wire_density.png
(6 px per um) The die is cut into 9 by 13 equal tiles; dark purple is low, yellow is high, scaled to the fullest tile. Values are wire area over tile area, all layers added.
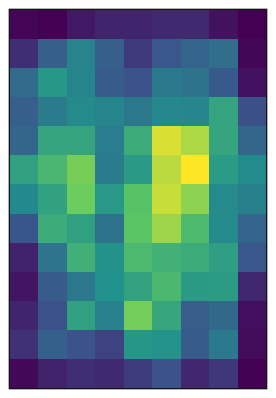
cell_classes.png
(8 px per um)
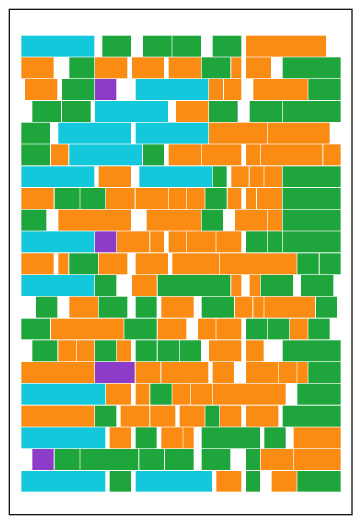
final_clocks.png
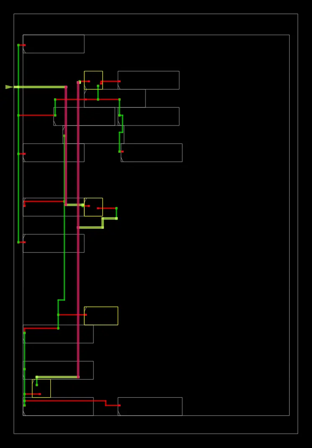
met3.png
(6 px per um) Cells faint in the background.
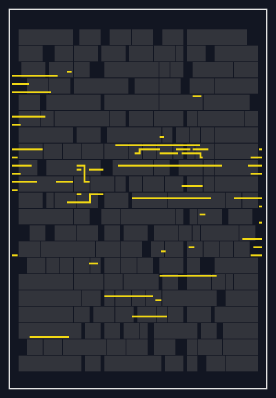
===== src/rtl/control_unit.sv =====
// Microcode sequencer for the 8-bit bus computer: IR, step counter, flags and halt latch.
// Define CONTROL_UNIT_EARLY_FINISH_EN to end each instruction after its last active microstep.
module control_unit #(
  parameter int unsigned MAX_STEPS = 5,
  parameter int unsigned STEP_W    = 3
) (
  input  logic              clk,
  input  logic              rst_n,
  input  logic              step_en,
  input  logic [7:0]        bus_in,
  input  logic              alu_carry,
  input  logic              alu_zero,
  output logic [15:0]       ctrl,
  output logic [3:0]        ir_operand,
  output logic [STEP_W-1:0] step,
  output logic [1:0]        flags,
  output logic              halted
);

  typedef enum logic [3:0] {
    OP_NOP = 4'h0,
    OP_LDA = 4'h1,
    OP_ADD = 4'h2,
    OP_SUB = 4'h3,
    OP_STA = 4'h4,
    OP_LDI = 4'h5,
    OP_JMP = 4'h6,
    OP_JC  = 4'h7,
    OP_JZ  = 4'h8,
    OP_OUT = 4'hE,
    OP_HLT = 4'hF
  } opcode_t;

  localparam logic [15:0] C_HLT = 16'h8000;
  localparam logic [15:0] C_MI  = 16'h4000;
  localparam logic [15:0] C_RI  = 16'h2000;
  localparam logic [15:0] C_RO  = 16'h1000;
  localparam logic [15:0] C_IO  = 16'h0800;
  localparam logic [15:0] C_II  = 16'h0400;
  localparam logic [15:0] C_AI  = 16'h0200;
  localparam logic [15:0] C_AO  = 16'h0100;
  localparam logic [15:0] C_EO  = 16'h0080;
  localparam logic [15:0] C_SU  = 16'h0040;
  localparam logic [15:0] C_BI  = 16'h0020;
  localparam logic [15:0] C_OI  = 16'h0010;
  localparam logic [15:0] C_CE  = 16'h0008;
  localparam logic [15:0] C_CO  = 16'h0004;
  localparam logic [15:0] C_J   = 16'h0002;
  localparam logic [15:0] C_FI  = 16'h0001;

  localparam logic [STEP_W-1:0] LAST_STEP = STEP_W'(MAX_STEPS - 1);

  logic [7:0]        r_ir;
  logic [STEP_W-1:0] r_step;
  logic [1:0]        r_flags;
  logic              r_halted;

  opcode_t           w_op;
  int unsigned       w_step_idx;
  logic [15:0]       w_ctrl;
  logic              w_wrap;

  assign w_op       = opcode_t'(r_ir[7:4]);
  assign w_step_idx = 32'(r_step);

  always_comb begin : decode
    w_ctrl = '0;
    case (w_op)
      OP_LDA: case (w_step_idx)
        2:       w_ctrl = C_IO | C_MI;
        3:       w_ctrl = C_RO | C_AI;
        default: ;
      endcase
      OP_ADD, OP_SUB: case (w_step_idx)
        2:       w_ctrl = C_IO | C_MI;
        3:       w_ctrl = C_RO | C_BI;
        4:       w_ctrl = C_EO | C_AI | C_FI | ((w_op == OP_SUB) ? C_SU : '0);
        default: ;
      endcase
      OP_STA: case (w_step_idx)
        2:       w_ctrl = C_IO | C_MI;
        3:       w_ctrl = C_AO | C_RI;
        default: ;
      endcase
      OP_LDI: if (w_step_idx == 2) w_ctrl = C_IO | C_AI;
      OP_JMP: if (w_step_idx == 2) w_ctrl = C_IO | C_J;
      OP_JC:  if (w_step_idx == 2) w_ctrl = C_IO | (r_flags[1] ? C_J : '0);
      OP_JZ:  if (w_step_idx == 2) w_ctrl = C_IO | (r_flags[0] ? C_J : '0);
      OP_OUT: if (w_step_idx == 2) w_ctrl = C_AO | C_OI;
      OP_HLT: if (w_step_idx == 2) w_ctrl = C_HLT;
      default: ;
    endcase
    // Fetch microsteps are common to every opcode and override the execute table.
    if (w_step_idx == 0)
      w_ctrl = C_CO | C_MI;
    else if (w_step_idx == 1)
      w_ctrl = C_RO | C_II | C_CE;
    if (r_halted)
      w_ctrl = C_HLT;
  end

`ifdef CONTROL_UNIT_EARLY_FINISH_EN
  int unsigned w_fin_idx;

  always_comb begin : finish_step
    w_fin_idx = 1;
    case (w_op)
      OP_LDA, OP_STA:                          w_fin_idx = 3;
      OP_ADD, OP_SUB:                          w_fin_idx = 4;
      OP_LDI, OP_JMP, OP_JC, OP_JZ, OP_OUT,
      OP_HLT:                                  w_fin_idx = 2;
      default:                                 w_fin_idx = 1;
    endcase
  end

  // Truncated MAX_STEPS still wraps at LAST_STEP before a late finish index.
  assign w_wrap = (r_step == LAST_STEP) || (w_step_idx == w_fin_idx);
`else
  assign w_wrap = (r_step == LAST_STEP);
`endif

  always_ff @(posedge clk or negedge rst_n) begin
    if (!rst_n) begin
      r_ir     <= '0;
      r_step   <= '0;
      r_flags  <= '0;
      r_halted <= 1'b0;
    end else if (step_en && !r_halted) begin
      if (w_ctrl[15])
        r_halted <= 1'b1;
      else if (w_wrap)
        r_step <= '0;
      else
        r_step <= r_step + STEP_W'(1);
      if (w_step_idx == 1)
        r_ir <= bus_in;
      if (w_ctrl[0])
        r_flags <= {alu_carry, alu_zero};
    end
  end

  assign ctrl       = w_ctrl;
  assign ir_operand = r_ir[3:0];
  assign step       = r_step;
  assign flags      = r_flags;
  assign halted     = r_halted;

endmodule


===== config.mk =====
export PLATFORM = sky130hd
export DESIGN_NAME = control_unit
export DESIGN_NICKNAME = d
export VERILOG_FILES = /design/src/rtl/control_unit.sv
export SDC_FILE = /design/constraint.sdc
export NUM_CORES = 1
export LEC_CHECK = 0
export CORE_ASPECT_RATIO = 1.5
export CORE_UTILIZATION = 45
export DETAILED_ROUTE_END_ITERATION = 6
export GPL_TIMING_DRIVEN = 0
export PLACE_DENSITY = 0.8
export SLEW_MARGIN = 20
export SYNTH_ARGS = -nofsm -noshare
export SYNTH_HDL_FRONTEND = slang
export SYNTH_SLANG_ARGS = --single-unit

===== constraint.sdc =====
create_clock -name clk -period 2.45 [get_ports clk]
set_clock_uncertainty 0.1 [all_clocks]
set_input_delay 0.49 -clock clk [delete_from_list [all_inputs] [get_ports clk]]
set_output_delay 0.49 -clock clk [all_outputs]
set_load 0.1 [all_outputs]

==> impl_metrics.ini <==
; implementation run metrics
[flow_run]
drv_cap = 0
tool_warnings = 33

[logic_synthesis]
synthTopLogicFamily = simple AND/OR/NAND/NOR gates
synth_simple_gate_area_share_pct = 29.8
synth_flops = 14
ff_type = dfrtp_1
synth.distinct_cells = 44
top_cell = dfrtp_1
largest_area_cell = dfrtp_1
yosys_area_um2 = 1120
ys_cells = 119
syn-cell-area_um2 = 1120
postSynth.asyncResetShare_pct = 100
synth.top_cell.area_share_pct = 31.4
syn_inst = 119
ys_sh_mux_pct = 11.9
ys_warn_count = 0
compound_area_share_pct = 11.2

[drt]
first_iter_violations = 42
wl_per_cell_um = 20.9
wirelength_mm = 4.23
drtPass1Iterations = 4

[grt]
busiest_layer = met2
grt_max_degree = 15
grt-ovfl-total = 0
grt_util_met2_pct = 48.3
grtUsageMet1_pct = 33.3
grt_pass1_vias = 1203
antenna_found_initial = 0

[cells_and_area]
fin_util_pct = 93.1
largest_register_ffs = 8
drive_gt1_share_pct = 57.0
combGateArea_um2 = 921
instances_no_fill = 202
lay_top_count = buf_4
top_register = r_ir

[clocking]
cts.clk_slew.worst_paths_ns = 0.09
clk_latency_ns = 0.30
cts.repair.resized = 142
cts_setup_buffers = 12
clock_path_buffers = 2
cts_hold_buf = 0
htreeDepth = 1
root_buffer = clkbuf_4
cts_tree = done

[final_timing]
tightestPinTransition_ns = 0.975
rsz0062_at_grt = yes
fin_hold_ws_ns = 0.428
slew_headroom_pct = 34.8
timing.final.max_slew_violations = 0
fmax_ghz = 0.363
worst_slack_ns = -0.305
setup_viol_count_final = 11

[critical_path]
worstSetupPathType = reg2out
rrSetupSlack_ns = 0.50
endpoint = ctrl[12]
arrival_ns = 2.16
cp_top_family = flip-flops
path_depth = 7
path_common_cell = buf_12
rr_startpoint = step[0]$_DFFE_PN0P_
startpoint = step[2]$_DFFE_PN0P_
cp-end-kind = output pin
crit_chain = buf_12 > clkinv_8 > ha_4 > or3b_4 > a211o_1 > a31oi_4 > buf_12
critPathRequiredTime_ns = 1.86
crit_slowest_cell = dfrtp_4

[run_status]
status = finished with violations
violations = negative setup slack

[die]
num_rows = 21
io_pins = 39
fp_util_pct = 48.8
die_w_um = 42.7

[hold_path]
holdCritPathClass = reg2reg
hold_path_end = r_ir[2]$_DFFE_PN0P_

[placement]
dp_cells = 180
gp_congestion = 0.852
-- wire_density.png (at the start) --
tiles over half the peak = 35%
mean over tiles = 0.25
nearly empty tiles = 4.3%
emptiest ninth of the die = lower left

-- cell_classes.png (at the start) --
other buffers and delay cells -> green  # cells 70, share of their area 36%
flops -> cyan  # cells 14, share of their area 17%
all other logic -> orange  # cells 91, share of their area 45%
clock drivers and dummy loads -> purple  # cells 4, share of their area 1.7%

-- final_clocks.png (at the start) --
CTS sink count: 14

-- met3.png (at the start) --
longest straight run = 17.0 um
wire length on this layer = 166 um
share of all routed wire = 3.9%
main direction = horizontal
nets with wire on the layer = 39

cell type report:
cell class,instances,share of cell area [%]
multi-input cells,87,43.3
repair buffers,56,28.0
flip-flops and latches,14,17.0
plain buffers,14,7.11
clock buffers,4,1.70
inverters,4,1.53
well taps,23,1.35
worst reg2reg max path: stages, from the launching register on:
cell and delay (ns):
dfrtp_4 0.54, inv_4 0.09, buf_6 0.10, ha_4 0.16, nor3b_4 0.24, buf_4 0.15, nand3_1 0.08, o311ai_0 0.35
per-layer routing:
metal	vias to the layer above	part of all wire [%]
met5	-	0
met4	0	3.8
met3	17	3.9
met2	62	55
met1	609	37
li1	551	-
